<file path="src/rtl/seq_adder.sv">
// Digit-serial adder/subtractor.
// Accepts two WIDTH-bit operands, adds DIGIT bits per clock and
// presents the registered sum, carry-out and overflow on entry to DONE.
// The carry between digits lives only in cy_q; there is no full-width adder.
module seq_adder #(
  parameter int unsigned WIDTH = 8,
  parameter int unsigned DIGIT = 1
) (
  input  logic             iClk,
  input  logic             iRst,
  input  logic             iStart,
  input  logic [WIDTH-1:0] iA,
  input  logic [WIDTH-1:0] iB,
  input  logic             iC,
  input  logic             iSub,
  output logic             oBusy,
  output logic             oDone,
  output logic [WIDTH-1:0] oS,
  output logic             oC,
  output logic             oV
);

  localparam int unsigned N  = WIDTH / DIGIT;
  localparam int unsigned CW = (N > 1) ? $clog2(N) : 1;

  typedef enum logic [1:0] {
    IDLE = 2'd0,
    RUN  = 2'd1,
    DONE = 2'd2
  } state_t;

  state_t           state_q;
  logic [CW-1:0]    cnt_q;
  logic [WIDTH-1:0] a_q;
  logic [WIDTH-1:0] b_q;
  logic [WIDTH-1:0] res_q;
  logic             cy_q;

  logic [WIDTH-1:0] s_q;
  logic             c_q;
  logic             v_q;
  logic             busy_q;
  logic             done_q;

  logic [DIGIT-1:0] sum_d;
  logic [WIDTH-1:0] res_d;
  logic             ripple_d;
  logic             cout_d;
  logic             cmsb_d;

  // Ripple-add the current low digit of A and B with the carry register.
  // Operands are shifted right each RUN edge, so the active digit is always
  // at bits [DIGIT-1:0]; result digits enter from the top, which places
  // digit k at [k*DIGIT +: DIGIT] once all N digits have been shifted in.
  always_comb begin
    sum_d    = '0;
    cmsb_d   = 1'b0;
    ripple_d = cy_q;
    for (int unsigned i = 0; i < DIGIT; i++) begin
      if (i == DIGIT - 1) begin
        cmsb_d = ripple_d;
      end
      sum_d[i] = a_q[i] ^ b_q[i] ^ ripple_d;
      ripple_d = (a_q[i] & b_q[i]) | (ripple_d & (a_q[i] ^ b_q[i]));
    end
    cout_d = ripple_d;
    res_d  = (res_q >> DIGIT) | (WIDTH'(sum_d) << (WIDTH - DIGIT));
  end

  // Control FSM, operand/result shift registers and registered outputs.
  always_ff @(posedge iClk) begin
    if (iRst) begin
      state_q <= IDLE;
      cnt_q   <= '0;
      cy_q    <= 1'b0;
      a_q     <= '0;
      b_q     <= '0;
      res_q   <= '0;
      s_q     <= '0;
      c_q     <= 1'b0;
      v_q     <= 1'b0;
      busy_q  <= 1'b0;
      done_q  <= 1'b0;
    end else begin
      case (state_q)
        RUN: begin
          a_q   <= a_q >> DIGIT;
          b_q   <= b_q >> DIGIT;
          res_q <= res_d;
          cy_q  <= cout_d;
          cnt_q <= cnt_q + CW'(1);
          if (cnt_q == CW'(N - 1)) begin
            state_q <= DONE;
            busy_q  <= 1'b0;
            done_q  <= 1'b1;
            s_q     <= res_d;
            c_q     <= cout_d;
            v_q     <= cmsb_d ^ cout_d;
          end
        end
        // IDLE and DONE both accept a new request; otherwise rest in IDLE.
        default: begin
          done_q <= 1'b0;
          if (iStart) begin
            state_q <= RUN;
            busy_q  <= 1'b1;
            cnt_q   <= '0;
            a_q     <= iA;
            b_q     <= iSub ? ~iB : iB;
            cy_q    <= iC ^ iSub;
            res_q   <= '0;
          end else begin
            state_q <= IDLE;
          end
        end
      endcase
    end
  end

  assign oBusy = busy_q;
  assign oDone = done_q;
  assign oS    = s_q;
  assign oC    = c_q;
  assign oV    = v_q;

endmodule
</file>
<file path="config.mk">
export PLATFORM = sky130hd
export DESIGN_NAME = seq_adder
export DESIGN_NICKNAME = d
export VERILOG_FILES = /design/src/rtl/seq_adder.sv
export SDC_FILE = /design/constraint.sdc
export NUM_CORES = 1
export LEC_CHECK = 0
export CAP_MARGIN = 15
export CORE_MARGIN = 5
export CORE_UTILIZATION = 51
export DETAILED_ROUTE_END_ITERATION = 10
export PLACE_DENSITY = 0.78
export SLEW_MARGIN = 20
export SYNTH_ARGS = -nofsm -noshare
export SYNTH_HDL_FRONTEND = slang
export SYNTH_SLANG_ARGS = --single-unit
</file>
<file path="constraint.sdc">
create_clock -name iClk -period 1.7 [get_ports iClk]
set_input_delay 0.51 -clock iClk [delete_from_list [all_inputs] [get_ports iClk]]
set_output_delay 0.51 -clock iClk [all_outputs]
set_load 0.005 [all_outputs]
</file>
Run 1, sequential cells coloured by netlist name:
Scale: 6 px per um. Other sequential cells in the stronger grey, the rest of the logic in the fainter grey.
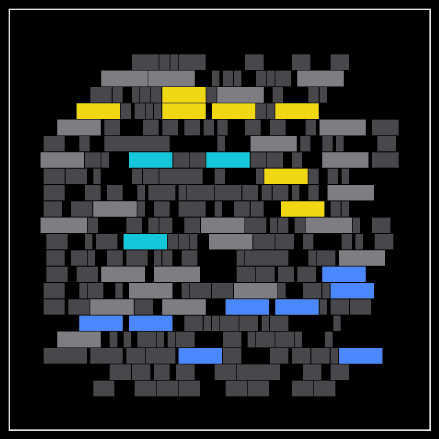
Yellow marks res_q, flops 7, where top middle. Blue marks b_q, flops 8. Cyan marks cnt_q, flops 3.
Another 23 sequential cells are not coloured.

Run 1, wiring by layer:
Scale: 6 px per um. Two of the layers only.
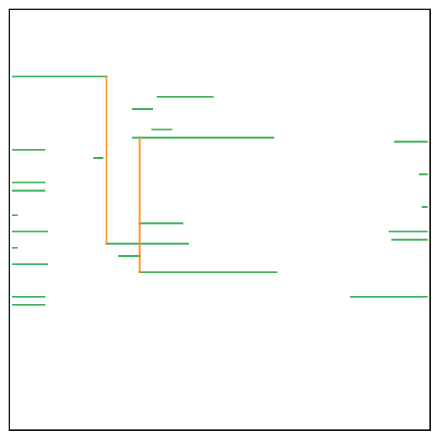
Green marks metal 3, wire length 174 um. Orange marks metal 4, wire length 50.3 um.

Run 1, the metal 3 layer:
Scale: 6 px per um. Cells faint in the background.
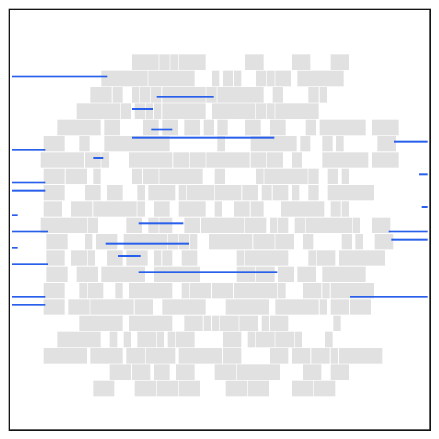
The layer holds 5.1% of the routed length. The longest straight run is 23.5 um.

Run 1, signal wires on met1:
Scale: 8 px per um. Supply wires on this layer in grey. Cells faint in the background.
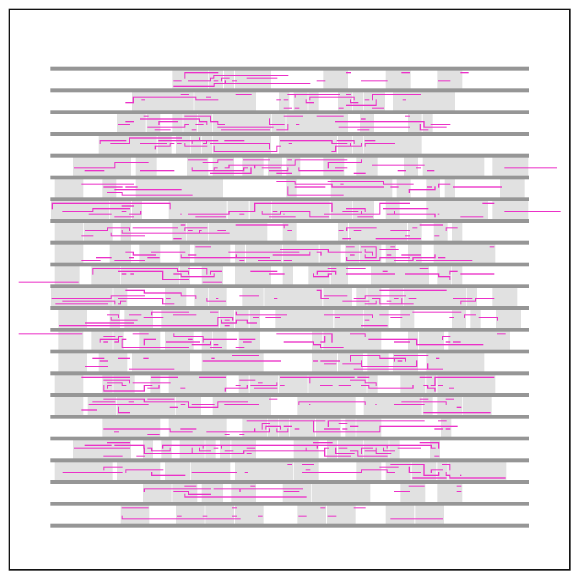
The layer carries 1,610 um of wire. 229 nets have wire on it. The longest straight run is 33.6 um. The layer holds 47% of the routed length. The wires run mostly horizontal.

==> impl_metrics.csv, run 1 <==
group,metric,value,unit
setup_path,critical_path_buf_inv_count,1,
synth,flop_cell,"dfxtp_1",
setup_path,cp_num_cells,1,
clock_tree,postCtsSetupBuffers,0,
final_timing,fin_crit_sh,86.1,%
power,ir_worst_vdd,0.660,mV
synth,synthDistinctLibCells,26,
final_timing,tightest_slew,457,ps
final_timing,fin_setup_tns,0,ps
final_timing,setup_slack,236,ps
final_timing,fin_skew,8.97,ps
final_timing,layout_min_cycle_time,1460,ps
floorplan,core_area,3420,sq um
final_timing,holdWs,457,ps
hold_path,hold_class,"reg -> reg",
synth,syn-mean-instance-area,9.10,sq um
clock_tree,htreeDepth,2,
synth,edf_count,0,
floorplan,initial_core_util,53.6,%
setup_path,critical_path.max_stage_delay,350,ps
clock_tree,cts-root-buf,"clkbuf_4",
route,routed_wl,3430,um
clock_tree,holdBufCountCts,0,
placed_design,place_ws,-28.9,ps
route,vias,1442,
power,p_int,0.00149,W
setup_path,crit_type,"reg -> out",
power,leakage,0.948,nW
global_routing,grt_pass1_vias,1269,
synth,syn_nets,226,
floorplan,die_w,69.9,um
synth,synth-area-yosys,1830,sq um
clock_tree,clk_pin_slew_worst_paths,120,ps
final_layout,diodes,0,
final_layout,area_growth,25.2,%
flow_run,tool_warnings,27,
final_timing,slew_headroom,69.5,%
synth,yosysTopAreaCellShare,44.9,%
clock_tree,clock_latency,350,ps
power,p_comb_share,13.6,%
final_timing,slew_violations,0,
setup_path,r2r_slack,320,ps
global_routing,antenna_found_initial,0,
power,power.density,854,nW/um^2
final_layout,fin_area,2290,sq um
placed_design,io_buffers,32,
power,finalPower,0.00196,W
placed_design,dp.cells,269,
power,p_seq_share,52.5,%
route,drt_iter0_drc,107,
hold_path,hold_depth,2,
final_layout,fin_cells,277,
setup_path,rr_startpoint,"cnt_q[0]",
synth,synth_seq_share,44.9,%
placed_design,gp_congestion,0.720,
setup_path,startpoint,"oBusy",
power,switchingPower,0.000462,W
placed_design,place_hpwl,2210,um
synth,topCellsByArea,"dfxtp_1 45%, a21oi_1 5.7%, nand2_1 5.7%",
synth,ys_ff,41,
final_layout,lay_top_cells,"29 x dfxtp_1, 28 x nand2_1, 21 x a21oi_1",
status,outcome,"finished, final reports clean",
synth,yosysCellCount,201,
power,power_switching_share,23.6,%
setup_path,end_kind,"output port",
final_layout,final_nets,255,
hold_path,hp-start,"oS[4]",
final_timing,rsz0062_at_grt,"no",
global_routing,grt_usage,14.9,%
setup_path,cp_top_family,"flip-flops",
synth,post-synth-top-area-cell,"dfxtp_1",
clock_tree,cts.sinks,41,
synth,synth.most_common_cell,"dfxtp_1",
final_layout,nFillCells,292,
final_layout,combGateArea,898,sq um
setup_path,slowest_stage,"dfxtp_2",
setup_path,critPathRequiredTime,1190,ps
hold_path,holdPathEnd,"oS[4]",
final_layout,final_layout_top_logic_cell,"dfxtp_1",
clock_tree,tritoncts,"yes",
final_timing,setup_violations,0,
route,viasPerCell,5.21,
setup_path,worstPathCellList,"dlygate4sd2_1",
clock_tree,clockBufferDepth,2,
flow_run,drv_cap,0,
synth,synth_cells,201,
floorplan,num_io_pins,33,
placed_design,placedInstanceArea,2190,sq um
global_routing,grt_max_degree,41,
setup_path,arrival,950,ps
floorplan,core.rowCount,21,
setup_path,r2r_end,"oS[1]",
synth,yosysWarnings,0,
setup_path,crit_path_end,"oBusy",
setup_path,cp_max_fo,2,
final_timing,finalHoldViolations,0,
setup_path,r2r_cells,5,
route,drtPass1Iterations,4,
final_layout,register_area,836,sq um
route,drc,0,
final_layout,final_core_util,67.1,%
route,wire_per_inst,12.4,um
floorplan,die_area,4880,sq um
power,p_clk_share,33.9,%
clock_tree,cts_buffers,5,
global_routing,overflow,0,
synth,async_flop_share,0,%
route,detail-route-antenna-nets,0,
global_routing,grt_pass1_wl,5870,um
final_timing,max_freq,683,MHz
final_layout,final_layout_size_suffix_gt1_share,16.0,%
synth,top_cells_by_count,"41 x dfxtp_1, 28 x nand2_1, 21 x a21oi_1, 18 x nor2_1, 11 x nand3b_1",
-- run 1: layer usage --
metal / routed length (um) / global-route usage, %
met1: 1610 / 19.3
met2: 1590 / 22.6
met3: 174 / 5.74
met4: 50 / 5.53
met5: 0 / 0
-- run 1: kinds of logic (layout without fill, tap and decap cells) --
| logic type | after synthesis | count (layout) | synth area share, % |
|---|---|---|---|
| multiplexers | 8 | 8 | 4.38 |
| AND-OR/OR-AND | 47 | 47 | 18.1 |
| XOR/XNOR | 10 | 10 | 4.79 |
| adder cells (fa/ha/maj) | 4 | 4 | 3.15 |
| buffers and inverters | 18 | 48 | 6.02 |
| flip-flops | 41 | 41 | 44.9 |
| AND/OR/NAND/NOR | 73 | 73 | 18.7 |
-- run 1: power groups by stage --
| stage | Clock, W | Combinational, W | Sequential (W) |
|---|---|---|---|
| final | 0.000663 | 0.000266 | 0.00103 |
| after global routing | 0.000708 | 0.000294 | 0.00103 |
| after CTS | 0.000672 | 0.000269 | 0.00103 |
| after detailed placement | 0 | 0.000268 | 0.00105 |
| after global placement | 0 | 0.000263 | 0.00105 |
| after floorplan | 0 | 0.000188 | 0.00104 |
-- run 1: layout make-up --
| cell class | count | area share (%) |
|---|---|---|
| timing repair buffer | 39 | 17.9 |
| sequential | 41 | 36.5 |
| inverter | 1 | 0.164 |
| tap | 46 | 2.51 |
| clock inverter | 1 | 1.31 |
| multi-input combinational | 142 | 39.2 |
| clock buffer | 7 | 2.40 |
-- run 1: repair_timing --
action,4_1_cts,5_1_grt
endpoints found under the setup margin,11,4
gates resized,19,5
pin swaps,0,0
-- run 1: registers in the layout, indices dropped and copies added (netlist names), 2 cells and up --
signal	count
a_q	8
state_q	2
res_q	7
oS	8
cnt_q	3
b_q	8
Run 1, routing congestion map:
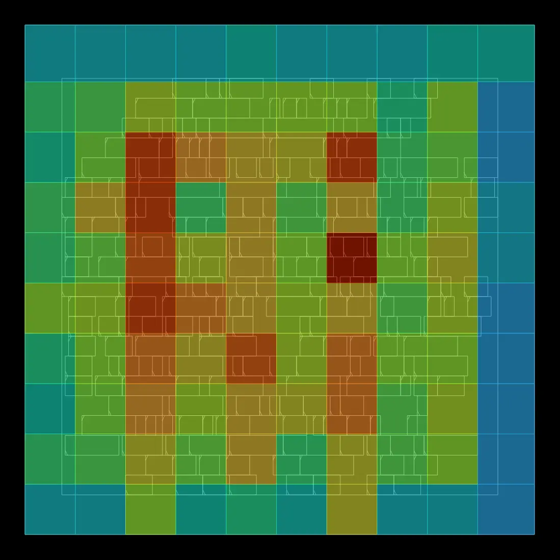

--- run 2 (diff from run 1) ---
CORE_UTILIZATION = 50   (was 51)
PLACE_DENSITY = 0.77   (was 0.78)
Run 2, routing congestion map:
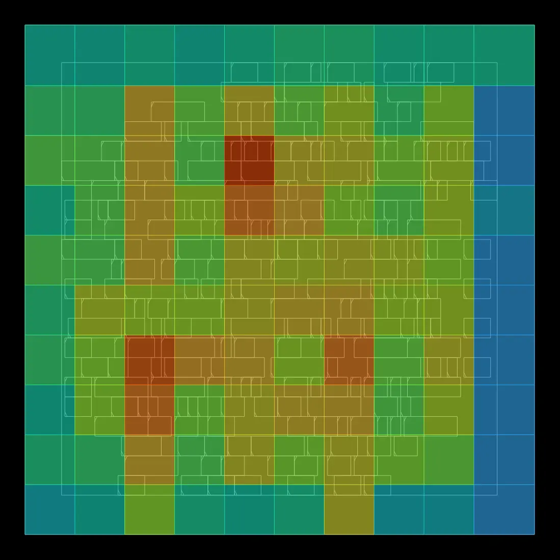
met1 Usage GRT: 16.7%
GRT Max-Usage Layer: met2
fin util: 64.0%
drt wl/cell: 11.9 um
met3 Use GR: 5.61%

==> run 2 against run 1 <==
  * Worst hold slack worse by 4.9 ps
  * Combinational power about the same
  * Via count up 2.5%
  * Largest power group unchanged
==> impl_metrics.csv, run 2 <==
group,metric,value,unit
synth,synth.most_common_cell,"dfxtp_1",
global_routing,grt_pass1_vias,1386,
route,detail-route-antenna-nets,0,
synth,synth_cells,201,
synth,syn-mean-instance-area,9.10,sq um
final_layout,register_area,821,sq um
setup_path,cp_max_fo,2,
synth,async_flop_share,0,%
floorplan,initial_core_util,50.7,%
setup_path,arrival,1120,ps
final_timing,tightest_slew,453,ps
floorplan,die_w,70.5,um
hold_path,hp-start,"oV",
route,viasPerCell,5.28,
setup_path,crit_type,"reg -> out",
final_timing,fin_skew,6.29,ps
clock_tree,cts.sinks,41,
final_timing,setup_slack,73.3,ps
final_timing,fin_crit_sh,95.7,%
hold_path,hold_class,"reg -> reg",
clock_tree,htreeDepth,2,
placed_design,placedInstanceArea,2190,sq um
global_routing,use_met2,24.3,%
final_layout,lay_top_cells,"41 x dfxtp_1, 31 x clkdlybuf4s50_1, 28 x nand2_1",
global_routing,antenna_found_initial,0,
placed_design,place_hpwl,2180,um
route,vias,1478,
setup_path,critical_path.max_stage_delay,500,ps
setup_path,cp_top_family,"buffers and inverters",
global_routing,overflow,0,
final_layout,final_layout_top_logic_cell,"dfxtp_1",
setup_path,critPathRequiredTime,1190,ps
setup_path,r2r_cells,5,
synth,yosysTopAreaCellShare,44.9,%
floorplan,num_io_pins,33,
final_timing,setup_violations,0,
final_timing,max_freq,615,MHz
clock_tree,clock_latency,290,ps
clock_tree,postCtsSetupBuffers,0,
floorplan,core_area,3610,sq um
final_layout,nFillCells,325,
setup_path,cp_num_cells,1,
setup_path,startpoint,"oS[2]",
final_layout,final_nets,256,
final_timing,layout_min_cycle_time,1630,ps
clock_tree,tritoncts,"yes",
global_routing,grt_usage,14.5,%
final_layout,final_layout_size_suffix_gt1_share,11.2,%
power,power.density,904,nW/um^2
status,outcome,"finished, final reports clean",
setup_path,worstPathCellList,"clkdlybuf4s50_1",
setup_path,slowest_stage,"clkdlybuf4s50_1",
flow_run,drv_cap,0,
hold_path,hold_depth,2,
clock_tree,clockBufferDepth,2,
floorplan,core.rowCount,22,
placed_design,place_ws,-56.0,ps
route,drc,0,
setup_path,end_kind,"output port",
synth,syn_nets,226,
final_timing,rsz0062_at_grt,"no",
route,routed_wl,3340,um
setup_path,critical_path_buf_inv_count,1,
synth,edf_count,0,
route,drtPass1Iterations,4,
final_timing,holdWs,452,ps
power,ir_worst_vdd,0.518,mV
route,drt_iter0_drc,145,
final_timing,slew_headroom,69.8,%
synth,synth-area-yosys,1830,sq um
clock_tree,cts_resized,0,
synth,ys_ff,41,
clock_tree,cts_buffers,5,
clock_tree,cts-root-buf,"clkbuf_8",
synth,top_cells_by_count,"41 x dfxtp_1, 28 x nand2_1, 21 x a21oi_1, 18 x nor2_1, 11 x nand3b_1",
synth,yosysWarnings,0,
setup_path,rr_startpoint,"cnt_q[0]",
clock_tree,holdBufCountCts,0,
final_layout,diodes,0,
final_timing,finalHoldViolations,0,
placed_design,io_buffers,32,
global_routing,grt_max_degree,41,
placed_design,gp_congestion,0.723,
synth,yosysCellCount,201,
power,leakage,0.856,nW
final_layout,combGateArea,898,sq um
final_layout,fin_area,2310,sq um
Run 2, signal wires on met1:
Scale: 8 px per um. Supply wires on this layer in grey. Cells faint in the background.
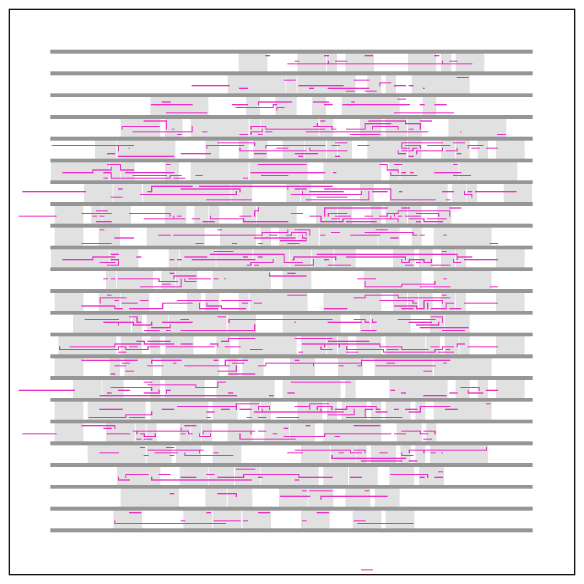
The layer carries 1,460 um of wire. 225 nets have wire on it. The longest straight run is 23.0 um. The wires run mostly horizontal.

==> run 2: routing by layer <==
layer	share of wire, %	up-vias
li1	-	747
met1	44	698
met2	49	25
met3	5.1	8
met4	1.9	0
met5	0	-
==> run 2: cells by family after synthesis <==
group                      Yosys count  synth area share [%]
AOI/OAI and AO/OA                   47                  18.1
DFF                                 41                  44.9
muxes                                8                  4.38
adders and majority gates            4                  3.15
and+or+nand+nor                     73                  18.7
xor gates and xnor gates            10                  4.79
buffers and inverters               18                  6.02
==> run 2: cell type report <==
| cell class | count | area share (%) |
|---|---|---|
| clock buffers | 7 | 3.74 |
| inverters | 1 | 0.163 |
| flip-flops and latches | 41 | 35.6 |
| multi-input cells | 142 | 38.9 |
| repair buffers | 40 | 17.7 |
| clock inverters | 1 | 1.30 |
| well taps | 48 | 2.60 |
==> run 2: worst register-to-register path: cells and delay by family, from the launching register on <==
family	cells	cell delay, ps
fa+ha+maj	2	420
simple gates	2	420
flops	1	330
compound gates	1	140
==> run 2: where the power goes <==
| group | internal, W | switching [W] |
|---|---|---|
| Clock | 0.000478 | 0.000317 |
| Combinational | 0.000139 | 0.000126 |
| Sequential | 0.00100 | 0.0000236 |
==> run 2: stage by stage <==
step | TNS (ps) | utilization, % | cells | total power [W]
floorplan | 0 | - | 201 | 0.00123
global placement | -126 | 60.7 | 272 | 0.00131
detailed placement | -309 | 60.7 | 272 | 0.00131
CTS | 0 | 63.9 | 280 | 0.00211
global route | 0 | 64.0 | 280 | 0.00218
finish | 0 | 64.0 | 280 | 0.00209
==> run 2: final timing paths <==
| check | endpoint | slack, ps |
|---|---|---|
| max | oS[2] | 70 |
| min | oV | 450 |
| max reg2reg | oS[3] | 320 |
| min reg2reg | oV | 450 |
--- run 3 (diff from run 2) ---
GPL_ROUTABILITY_DRIVEN = 0   (was not set)
Run 3, the metal 3 layer:
Scale: 6 px per um. Cells faint in the background.
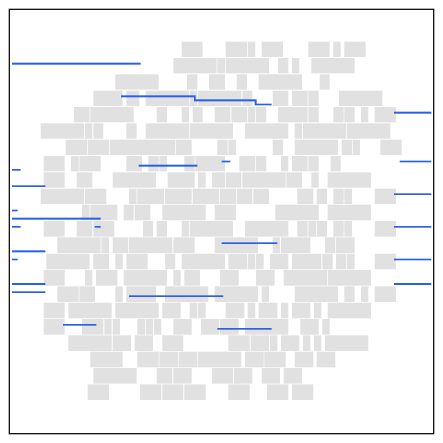
The wires run mostly horizontal. The longest straight run is 21.2 um. 19 nets have wire on it. The layer holds 5.1% of the routed length. The layer carries 171 um of wire.

==> run 3 against run 2 <==
  * Non-clock buffer count is the same
  * Highest routed layer unchanged
  * Area after synthesis unchanged
  * Clock power is essentially flat
  * Worst hold slack did not move
  * Setup slack is the same
  * Final cell count unchanged
  * Via count unchanged
==> impl_metrics.csv, run 3 <==
group,metric,value,unit
clock_tree,htreeDepth,2,
final_layout,clkCellAreaFrac,5.04,%
final_layout,diodes,0,
final_timing,tightest_slew,453,ps
power,ir_worst_vdd,0.518,mV
clock_tree,clockBufferDepth,2,
route,routed_wl,3340,um
synth,synthDistinctLibCells,26,
synth,edf_count,0,
global_routing,grt_max_degree,41,
power,power.density,904,nW/um^2
final_layout,combGateArea,898,sq um
route,vias,1478,
final_layout,fin_area,2310,sq um
power,leakage,0.856,nW
global_routing,grt_pass1_vias,1386,
synth,flop_cell,"dfxtp_1",
global_routing,antenna_found_initial,0,
setup_path,cp_max_fo,2,
setup_path,end_kind,"output port",
status,outcome,"finished, final reports clean",
final_layout,register_area,821,sq um
final_layout,nonClkBufAreaFrac,17.7,%
final_layout,inv_count,1,
synth,synth_seq_share,44.9,%
hold_path,hold_class,"reg -> reg",
synth,ys_ff,41,
route,wire_per_inst,11.9,um
global_routing,overflow,0,
final_layout,nFillCells,325,
synth,async_flop_share,0,%
placed_design,placedInstanceArea,2190,sq um
synth,syn_nets,226,
placed_design,place_hpwl,2180,um
clock_tree,clk_pin_slew_worst_paths,70,ps
synth,post-synth-top-area-cell,"dfxtp_1",
floorplan,floorplan.tapcells,48,
floorplan,core.rowCount,22,
final_layout,area_growth,26.1,%
final_timing,setup_violations,0,
setup_path,arrival,1120,ps
route,detail-route-antenna-nets,0,
synth,synth-area-yosys,1830,sq um
clock_tree,clock_latency,290,ps
floorplan,core_area,3610,sq um
clock_tree,cts_buffers,5,
floorplan,die_w,70.5,um
final_layout,top_area_cell_class,"multi-input combinational cells",
final_layout,ff_count,41,
flow_run,tool_warnings,27,
final_timing,max_freq,615,MHz
final_layout,final_nets,256,
clock_tree,tritoncts,"yes",
final_layout,signal_buffers,40,
setup_path,critical_path_buf_inv_count,1,
final_timing,setup_slack,73.3,ps
final_layout,lay_top_cells,"41 x dfxtp_1, 31 x clkdlybuf4s50_1, 28 x nand2_1",
clock_tree,cts.sinks,41,
route,viasPerCell,5.28,
final_layout,final_layout_top_logic_cell,"dfxtp_1",
setup_path,crit_type,"reg -> out",
final_timing,slew_violations,0,
final_layout,final_layout_size_suffix_gt1_share,11.2,%
synth,syn-mean-instance-area,9.10,sq um
setup_path,worstPathCellList,"clkdlybuf4s50_1",
floorplan,initial_core_util,50.7,%
clock_tree,cts-root-buf,"clkbuf_8",
placed_design,place_ws,-56.0,ps
clock_tree,postCtsSetupBuffers,0,
final_layout,seq_share,35.6,%
global_routing,grt_pass1_wl,5810,um
final_layout,logic_gates,142,
Run 3, wiring by layer:
Scale: 6 px per um. Two of the layers only.
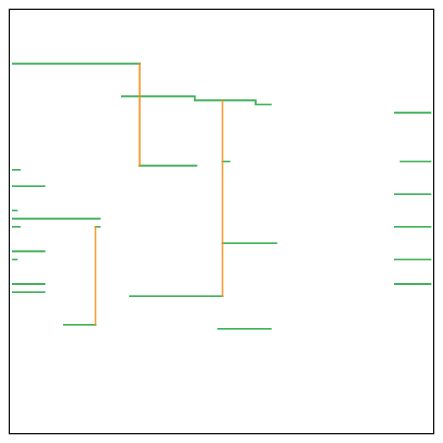
Green marks metal 3, wire length 171 um. Orange marks metal 4, wire length 66.0 um.

==> run 3: cell counts after synthesis <==
No cell type changed its count.
==> run 3: layer usage <==
metal | wire length [um] | GRT usage [%] | vias up
li1 | - | - | 747
met1 | 1460 | 16.7 | 698
met2 | 1640 | 24.3 | 25
met3 | 170 | 5.61 | 8
met4 | 65 | 4.89 | 0
met5 | 0 | 0 | -
==> run 3: path summary, 6_finish.rpt <==
kind | start | endpoint | slack (ps) | cells after the start
worst max-delay path | oS[2] | oS[2] | 70 | 1
worst max register to register | cnt_q[0] | oS[3] | 320 | 5
worst min register to register | oV | oV | 450 | 2
worst min-delay path | oV | oV | 450 | 2
==> run 3: kinds of logic (layout without fill, tap and decap cells) <==
kind of cell / Yosys count / in the layout / synth area share [%]
buffers and inverters: 18 / 49 / 6.02
adder cells (fa/ha/maj): 4 / 4 / 3.15
AND-OR/OR-AND: 47 / 47 / 18.1
AND/OR/NAND/NOR: 73 / 73 / 18.7
XOR/XNOR: 10 / 10 / 4.79
multiplexers: 8 / 8 / 4.38
flip-flops: 41 / 41 / 44.9
==> run 3: metrics by stage <==
stage | utilization (%) | hold WS [ps] | total power [W] | cells | setup TNS [ps]
after floorplan | - | 444 | 0.00123 | 201 | 0
after global placement | 60.7 | 439 | 0.00131 | 272 | -126
after detailed placement | 60.7 | 446 | 0.00131 | 272 | -309
after CTS | 63.9 | 455 | 0.00211 | 280 | 0
after global routing | 64.0 | 477 | 0.00218 | 280 | 0
final | 64.0 | 452 | 0.00209 | 280 | 0
==> run 3: power breakdown <==
group          leakage (nW)  total, W  internal [W]  switching [W]
clock                0.0585  0.000796      0.000478       0.000317
sequential            0.335   0.00102       0.00100      0.0000236
combinational         0.463  0.000265      0.000139       0.000126
total                 0.856   0.00209       0.00162       0.000466
Power and IR drop assume default switching activity.
